===== config.mk =====
export PLATFORM = sky130hd
export DESIGN_NAME = core_fetch
export DESIGN_NICKNAME = d
export VERILOG_FILES = /design/src/rtl/core_fetch_pkg.sv /design/src/rtl/fetch_pc_sel.sv /design/src/rtl/core_fetch.sv
export SDC_FILE = /design/constraint.sdc
export NUM_CORES = 1
export LEC_CHECK = 0
export ABC_AREA = 1
export CAP_MARGIN = 20
export CORE_MARGIN = 4
export CORE_UTILIZATION = 25
export DETAILED_ROUTE_END_ITERATION = 12
export SETUP_SLACK_MARGIN = 0.05
export SYNTH_ARGS = -nofsm -noshare
export SYNTH_HDL_FRONTEND = slang
export SYNTH_SLANG_ARGS = --single-unit

===== constraint.sdc =====
create_clock -name clock -period 25.4 [get_ports clock]
set_input_delay 3.81 -clock clock [delete_from_list [all_inputs] [get_ports clock]]
set_output_delay 3.81 -clock clock [all_outputs]
set_load 0.005 [all_outputs]

===== src/rtl/core_fetch_pkg.sv =====
// Shared types for the instruction-fetch stage: decode-facing register bundle,
// fetch FSM states and next-PC source encoding.
package core_fetch_pkg;

    typedef struct packed {
        logic [63:0] fetch_pc;
        logic [63:0] fetch_pc4;
    } IF_regs_t;

    typedef enum logic [1:0] {
        FETCH,
        WAIT,
        DRAIN
    } fetch_state_t;

    typedef enum logic [1:0] {
        PC_SEQ,
        PC_BR,
        PC_ERET,
        PC_EXC
    } pc_src_t;

    function automatic logic [63:0] word_align(input logic [63:0] addr);
        return {addr[63:2], 2'b00};
    endfunction

endpackage


===== src/rtl/fetch_pc_sel.sv =====
// Next-PC redirect selector: resolves exception > ERET > branch priority and
// returns the winning source plus its word-aligned target.
module fetch_pc_sel
    import core_fetch_pkg::*;
#(
    parameter logic [63:0] EXC_VECTOR = 64'h0000_0000_8000_0180
) (
    input  logic        exc_redirect,
    input  logic        eret_redirect,
    input  logic [63:0] eret_target,
    input  logic        br_redirect,
    input  logic [63:0] br_target,
    output pc_src_t     pc_src,
    output logic [63:0] redirect_pc
);

    always_comb begin
        // NOTE: every output gets a default first so no path can infer a latch.
        pc_src      = PC_SEQ;
        redirect_pc = '0;
        if (exc_redirect) begin
            pc_src      = PC_EXC;
            redirect_pc = word_align(EXC_VECTOR);
        end else if (eret_redirect) begin
            pc_src      = PC_ERET;
            redirect_pc = word_align(eret_target);
        end else if (br_redirect) begin
            pc_src      = PC_BR;
            redirect_pc = word_align(br_target);
        end
    end

endmodule


===== src/rtl/core_fetch.sv =====
// Instruction-fetch stage: owns the PC, issues valid/ready requests to imem and
// presents instructions (or NOP bubbles) to decode, parking one response under stall.
module core_fetch
    import core_fetch_pkg::*;
#(
    parameter logic [63:0] RESET_PC   = 64'h0000_0000_0040_0000,
    parameter logic [63:0] EXC_VECTOR = 64'h0000_0000_8000_0180
) (
    input  logic        clock,
    input  logic        reset,
    input  logic        stall,
    input  logic        flush,
    input  logic        exc_redirect,
    input  logic        eret_redirect,
    input  logic [63:0] eret_target,
    input  logic        br_redirect,
    input  logic [63:0] br_target,
    output logic        imem_req,
    output logic [63:0] imem_addr,
    input  logic        imem_ready,
    input  logic [31:0] imem_rdata,
    output IF_regs_t    IF_regs,
    output logic [31:0] inst,
    output logic        inst_valid
);

    fetch_state_t state, state_nxt;
    pc_src_t      pc_src;
    logic [63:0]  pc, req_addr, seq_pc, redirect_pc, next_pc;
    logic         fire, accept, deliver, redirect;
    IF_regs_t     resp_regs;

    logic         hold_valid;
    IF_regs_t     hold_regs;
    logic [31:0]  hold_inst;

    fetch_pc_sel #(.EXC_VECTOR(EXC_VECTOR)) u_pc_sel (
        .exc_redirect  (exc_redirect),
        .eret_redirect (eret_redirect),
        .eret_target   (eret_target),
        .br_redirect   (br_redirect),
        .br_target     (br_target),
        .pc_src        (pc_src),
        .redirect_pc   (redirect_pc)
    );

    assign redirect = (pc_src != PC_SEQ);
    assign next_pc  = redirect ? redirect_pc : seq_pc;

    always_comb begin
        state_nxt = state;
        imem_req  = 1'b0;
        imem_addr = req_addr;
        fire      = 1'b0;
        seq_pc    = pc;
        unique case (state)
            FETCH: begin
                fire      = !stall && !hold_valid;
                imem_req  = fire;
                imem_addr = pc;
                if (fire) begin
                    if (imem_ready) seq_pc    = pc + 64'd4;
                    else            state_nxt = redirect ? DRAIN : WAIT;
                end
            end
            WAIT: begin
                imem_req = 1'b1;
                if (imem_ready) begin
                    seq_pc    = req_addr + 64'd4;
                    state_nxt = FETCH;
                end else if (redirect) begin
                    state_nxt = DRAIN;
                end
            end
            DRAIN: begin
                // Wrong-path request must still complete before a new one may start.
                imem_req = 1'b1;
                if (imem_ready) state_nxt = FETCH;
            end
            default: state_nxt = FETCH;
        endcase
        // Gating with reset makes the request drop the instant reset asserts.
        imem_req = imem_req && reset;
        accept   = imem_req && imem_ready;
        deliver  = accept && !redirect && (state != DRAIN);
    end

    assign resp_regs = '{fetch_pc: imem_addr, fetch_pc4: imem_addr + 64'd4};

    always_ff @(posedge clock or negedge reset) begin
        if (!reset) begin
            state      <= FETCH;
            pc         <= RESET_PC;
            req_addr   <= RESET_PC;
            hold_valid <= 1'b0;
            IF_regs    <= '0;
            inst       <= '0;
            inst_valid <= 1'b0;
        end else begin
            // NOTE: non-blocking assignments so every register samples pre-edge values.
            state <= state_nxt;
            pc    <= next_pc;
            if (fire) req_addr <= pc;

            if (flush || redirect)    hold_valid <= 1'b0;
            else if (stall && deliver) hold_valid <= 1'b1;
            else if (!stall)          hold_valid <= 1'b0;

            if (flush) begin
                IF_regs    <= '0;
                inst       <= '0;
                inst_valid <= 1'b0;
            end else if (!stall) begin
                if (hold_valid && !redirect) begin
                    IF_regs    <= hold_regs;
                    inst       <= hold_inst;
                    inst_valid <= 1'b1;
                end else if (deliver) begin
                    IF_regs    <= resp_regs;
                    inst       <= imem_rdata;
                    inst_valid <= 1'b1;
                end else begin
                    inst       <= '0;
                    inst_valid <= 1'b0;
                end
            end
        end
    end

    // NOTE: payload is only read while hold_valid is set, so it needs no reset.
    always_ff @(posedge clock) begin
        if (stall && deliver) begin
            hold_regs <= resp_regs;
            hold_inst <= imem_rdata;
        end
    end

endmodule

run_1/pdn.png
Drawn at 1.5 px/micron. Pins as bars on the die edge.
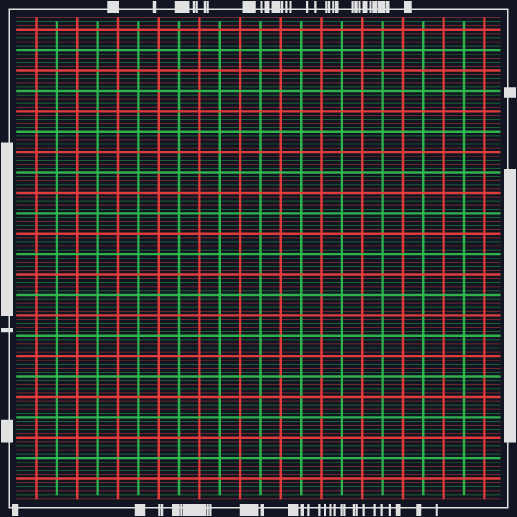
- VSS: red
- VDD: green
- met5 straps: 23
- rows: 118

run_1/final_congestion.png
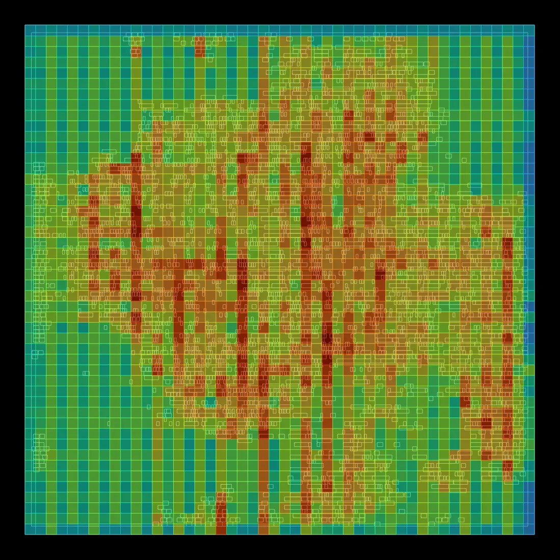
GR Util met1: 25.96%
GRT met2 Usage: 30.19%
Final Core Density: 31.55%

run_1/clock_map.png
Drawn at 1.5 px/micron.
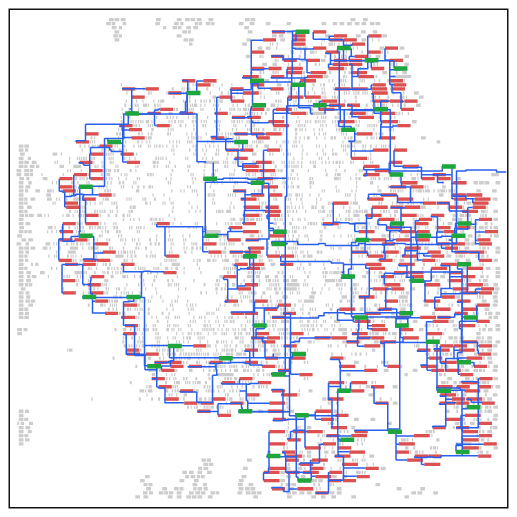
- cells driving clock nets: green (count 56)
- flip-flops: red (count 448)
- clock wires: blue (length 7,130 microns)
- routed clock nets: 57
- flops lie: all over the die
skew final: 58.76 ps
power in the clock group: 0.000813 W

run_1/density.png
The die is cut into 33 by 33 equal tiles; white is low, dark blue is high, 0 to 100% covered.
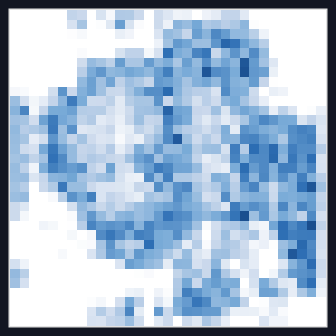
- nearly empty tiles: 26%
- densest ninth of the die: middle right
- mean over tiles: 28%
- fullest tile: 88%

==> flow_summary.ini, run 1 <==
; yosys + openroad results
[grt]
grt_max_degree = 153

[cells_and_area]
buffer_area_share_pct = 12.73
logic_gate_count = 2572
final_nets = 3962
instances_no_fill = 5219
fill_cells = 11280
seq_share_pct = 36.71
nClkBuffers = 69

[clocking]
ctsHoldBuffers = 0
clock-sinks = 448
path_clk_slew_ps = 60
clock_path_buffers = 3
post-cts-setup-buffers = 0

[logic_synthesis]
largest_area_cell = dfrtp_1
ys_chip_area_sq_um = 26150
synth_area_per_cell_sq_um = 7.399
ys_types = 48
ys_top_logic_family = simple AND/OR/NAND/NOR gates
synth-async-reset-ratio_pct = 64.73
fp_nets = 3708

[route]
drt_iter0_markers = 2281
drtAntennaViolNets = 0
dr.pass1.iters = 6

[worst_setup_path]
crit_path_end_kind = output pin
startpoint_type = input port
crit_type = input port to output pin
crit_fanout = 40

[placement]
dp_worst_setup_slack_ps = 15180
routabilityCongestion = 0.9228

[floorplanning]
die_h_microns = 331.4

[sta]
slew_violations = 0
finalSetupViolations = 0

[pwr]
cellPowerDensity_nw_per_um2 = 97.81

[run_status]
status = complete, no violations
## run 1: path summary, 6_finish.rpt
kind	from	to	slack (ps)	cells past startpoint
setup / recovery	stall	imem_req	15040	8
hold / removal	IF_regs[17]	IF_regs[17]	480	2
setup reg to reg	state[0]	hold_regs[111]	20150	10
hold reg to reg	IF_regs[17]	IF_regs[17]	480	2
max in group asynchronous	reset	IF_regs[96]	20760	2
min in group asynchronous	reset	inst[27]	3040	1
## run 1: sequential cells by signal, summed over array words and instances (netlist names)
register	count
state	2
inst	32
req_addr	64
hold_regs	126
hold_inst	32
hold_valid	1
inst_valid	1
pc	64
IF_regs	126
## run 1: cells by family (layout without fill, tap and decap cells)
kind of cell	count (synthesis)	after routing
muxes	15	15
other	0	3
xor gates and xnor gates	29	29
and+or+nand+nor	1917	1917
AOI/OAI and AO/OA	605	605
buffers and inverters	514	816
adders and majority gates	6	6
DFF	448	448
## run 1: where the power goes
| group | total [W] | internal, W | switching, W |
|---|---|---|---|
| Sequential | 0.000936 | 0.000878 | 0.0000575 |
| Combinational | 0.00145 | 0.000430 | 0.00102 |
| Clock | 0.000813 | 0.000468 | 0.000345 |
| Total | 0.00320 | 0.00178 | 0.00142 |
## run 1: worst max-delay path, cell delays in order
cell and delay, ps:
clkdlybuf4s50_1 400, buf_4 280, nor2_1 380, nand2_4 340, nand2_1 190, nand2_1 60
nor2_1 460, clkdlybuf4s50_1 620
## run 1: layer usage
metal	vias to the layer above	wire, microns	track usage (%)
li1	11920	-	-
met1	11700	48790	25.96
met2	807	48340	30.19
met3	120	8739	4.969
met4	0	2788	4.722
met5	-	0	0
## Run 2: what changed since run 1
==> constraint.sdc (replaced) <==
create_clock -name clock -period 8.55 [get_ports clock]
set_input_delay 1.2825 -clock clock [delete_from_list [all_inputs] [get_ports clock]]
set_output_delay 1.2825 -clock clock [all_outputs]
set_load 0.005 [all_outputs]
run_2/met4.png
Drawn at 1 px/micron.
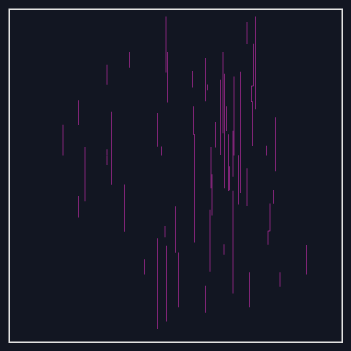
- nets with wire on the layer: 30
- wire length on this layer: 2,370 microns
- share of all routed wire: 2.2%
- main direction: vertical
- longest straight run: 121 microns
final WL: 109,400 microns
vias: 24.54k

==> flow_summary.ini, run 2 <==
; yosys + openroad results
[run_status]
status = complete, no violations

[worst_setup_path]
r2r-end = pc[34]
worstReg2RegStart = state[1]
crit_path_end_kind = output pin
r2r_setup_slack_ps = 4380
crit_fanout = 50

[pwr]
power-top-group = combinational logic
combinationalPower_w = 0.00431
pg_clk_w = 0.00252
power.switching_w = 0.004225

[grt]
met3_usage_pct = 4.455
grt_max_degree = 173

[clocking]
post-cts-setup-buffers = 0
clock-sinks = 448

[sta]
skew_ps = 21.59
finalSetupViolations = 0

[route]
drt_iter0_markers = 2120
dr.pass1.iters = 5
drtAntennaViolNets = 0

[logic_synthesis]
synth_area_per_cell_sq_um = 7.399
ys_types = 48

[placement]
routabilityCongestion = 0.9566
run_2/pdn.png
Drawn at 1.5 px/micron. Pins as bars on the die edge.
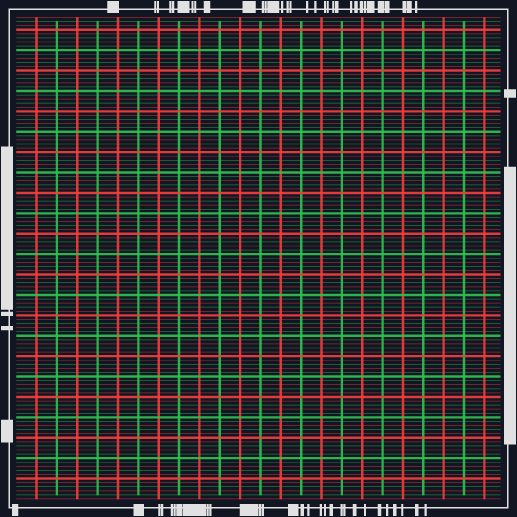
- VSS: red
- VDD: green
- met5 straps: 23
- signal pins: 394
- met4 straps: 23
- rows: 118
Die W: 331.4 microns
maximum vdd ir drop: 0.0001843 V

run 2: layer usage:
layer / share of wire (%) / up-vias
met5: 0 / -
met4: 2.2 / 0
met3: 8.1 / 125
met2: 45 / 804
met1: 44 / 11680
li1: - / 11930
run 2: kinds of logic after synthesis:
family,after synthesis
adder cells (fa/ha/maj),6
multiplexers,15
AND-OR/OR-AND,605
XOR/XNOR,29
flip-flops,448
AND/OR/NAND/NOR,1917
buffers and inverters,514
run 2: final cells by class:
type                            count  area, sq um
Antenna cell                        2        5.005
Tap cell                         1380         1727
Inverter                          286         1076
Sequential cell                   448        12000
Clock inverter                     32        422.9
Clock buffer                       72         1520
Multi-Input combinational cell   2572        11840
Timing Repair Buffer              426         4237
Fill cell                       11170        70810
run 2: worst max-delay path, stage by stage:
cell	delay [ps]
clkdlybuf4s50_1	400
buf_4	280
nor2_1	400
nand2_4	400
nand2_1	190
nand2_1	60
nor2_1	300
clkdlybuf4s50_1	620
run 2: through the flow:
| step | area, sq um | hold slack [ps] | instances | setup WS [ps] |
|---|---|---|---|---|
| 6_report | 32830 | 475.8 | 5218 | 3312 |
| 2_1_floorplan | 26150 | 453.0 | 3534 | 1988 |
| 3_3_place_gp | 30860 | 464.9 | 5111 | 3065 |
| 3_5_place_dp | 30880 | 464.6 | 5112 | 3057 |
| 4_1_cts | 32830 | 481.1 | 5216 | 3322 |
| 5_1_grt | 32830 | 496.7 | 5216 | 3153 |
run 2: worst min path at each step:
stage	from	to	cells after the start
6_report	IF_regs[19]	IF_regs[19]	2
3_5_place_dp	IF_regs[19]	IF_regs[19]	2
2_1_floorplan	req_addr[20]	req_addr[20]	2
4_1_cts	IF_regs[19]	IF_regs[19]	2
3_3_place_gp	IF_regs[35]	IF_regs[35]	2
5_1_grt	IF_regs[32]	IF_regs[32]	2
run_2/density.png
The die is cut into 33 by 33 equal tiles; white is low, dark blue is high, 0 to 100% covered.
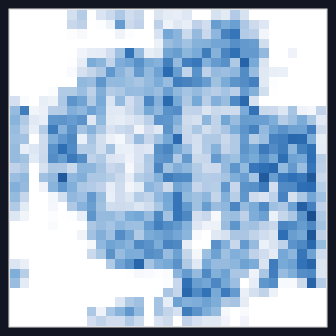

## Run 3: what changed since run 2
==> constraint.sdc (replaced) <==
create_clock -name clock -period 4.7 [get_ports clock]
set_input_delay 0.705 -clock clock [delete_from_list [all_inputs] [get_ports clock]]
set_output_delay 0.705 -clock clock [all_outputs]
set_load 0.005 [all_outputs]
run_3/density.png
The die is cut into 33 by 33 equal tiles; white is low, dark blue is high, 0 to 100% covered.
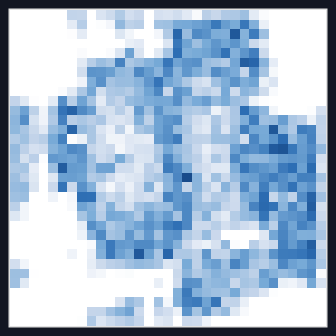
- tiles over 75% full: 2.3%
- nearly empty tiles: 28%
- mean over tiles: 28%
- densest ninth of the die: middle right
- fullest tile: 89%
Final Core Density: 31.80%
Core Region: 103,600 sq um
Starting Density: 25.23%

run_3/final_congestion.png
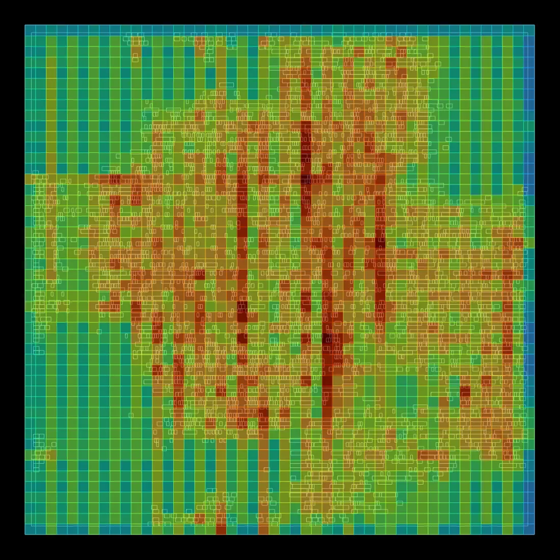
WL/cell: 20.75 microns
Top Usage Layer GRT: met2

==> flow_summary.ini, run 3 <==
; yosys + openroad results
[logic_synthesis]
ys_chip_area_sq_um = 26150
synth-async-reset-ratio_pct = 64.73
ys_types = 48
synth_area_per_cell_sq_um = 7.399
ys_top_logic_family = simple AND/OR/NAND/NOR gates

[floorplanning]
die_h_microns = 331.4
tap_cells = 1380

[cells_and_area]
combGateArea_sq_um = 11840
flops = 448
buffers = 452
largestRegisters = IF_regs (126), hold_regs (126)
nClkBuffers = 86
sh_comb_area_pct = 35.93
clock_area_share_pct = 5.623
biggestCellCategory = sequential cells
seq_share_pct = 36.43
instances_no_fill = 5242

[sta]
slew_violations = 0
finalSetupViolations = 0
skew_ps = 29.38
setup_ws_ps = 315.0
whs_ps = 477.5

[pwr]
ir_drop_v = 0.0003113

[placement]
dp_worst_setup_slack_ps = 764.7
dpl.cell_count = 5137

[worst_setup_path]
startpoint_type = flip-flop
critPathMaxStageDelay_ps = 670
crit_fanout = 60

[clocking]
path_clk_slew_ps = 60

[run_status]
status = complete, no violations

[grt]
grt_max_degree = 150
==> run 3: worst paths after layout <==
kind	startpoint	to	slack, ps	cells after the start
setup / recovery	state[0]	imem_addr[58]	310	6
hold / removal	IF_regs[46]	IF_regs[46]	480	2
setup reg to reg	state[0]	IF_regs[62]	940	16
hold reg to reg	IF_regs[46]	IF_regs[46]	480	2
max in group asynchronous	reset	pc[44]	2240	4
min in group asynchronous	reset	inst[24]	580	2
==> run 3: power breakdown <==
part	switching, W	leakage [nW]	total (W)	internal, W
sequential	0.000308	5.32	0.00506	0.00475
combinational	0.00555	7.97	0.00792	0.00237
clock	0.00178	0.893	0.00436	0.00258
==> run 3: cell families (layout without fill, tap and decap cells) <==
logic type / Yosys count / after routing
AND/OR/NAND/NOR: 1917 / 1917
AND-OR/OR-AND: 605 / 605
buffers and inverters: 514 / 841
flip-flops: 448 / 448
XOR/XNOR: 29 / 29
multiplexers: 15 / 15
adder cells (fa/ha/maj): 6 / 6
other: 0 / 1
==> run 3: what timing repair did <==
item,CTS,global route
endpoints found under the hold margin,44,0
endpoints found under the setup margin,0,0
hold buffers,1,0
==> run 3: worst register-to-register path, stage by stage, from the launching register on <==
cell	delay, ps
dfrtp_1	420
inv_1	160
ha_4	670
nand2_1	140
o21ai_1	120
buf_4	210
ha_1	260
nand3_1	170
inv_1	270
nand3_1	120
buf_4	190
nor3_1	500
nand2_1	100
nand2_1	100
nand3_1	70
nand2_1	90
nand2_1	40
==> run 3: layer usage <==
metal	vias up	share of wire, %	global-route usage [%]	wire, microns
met5	-	0	0	0
met4	0	2.7	4.769	2986
met3	129	7.1	3.877	7699
met2	773	45	30.47	48610
met1	11620	45	26.50	49470
li1	11970	-	-	-
Power and IR drop assume default switching activity.
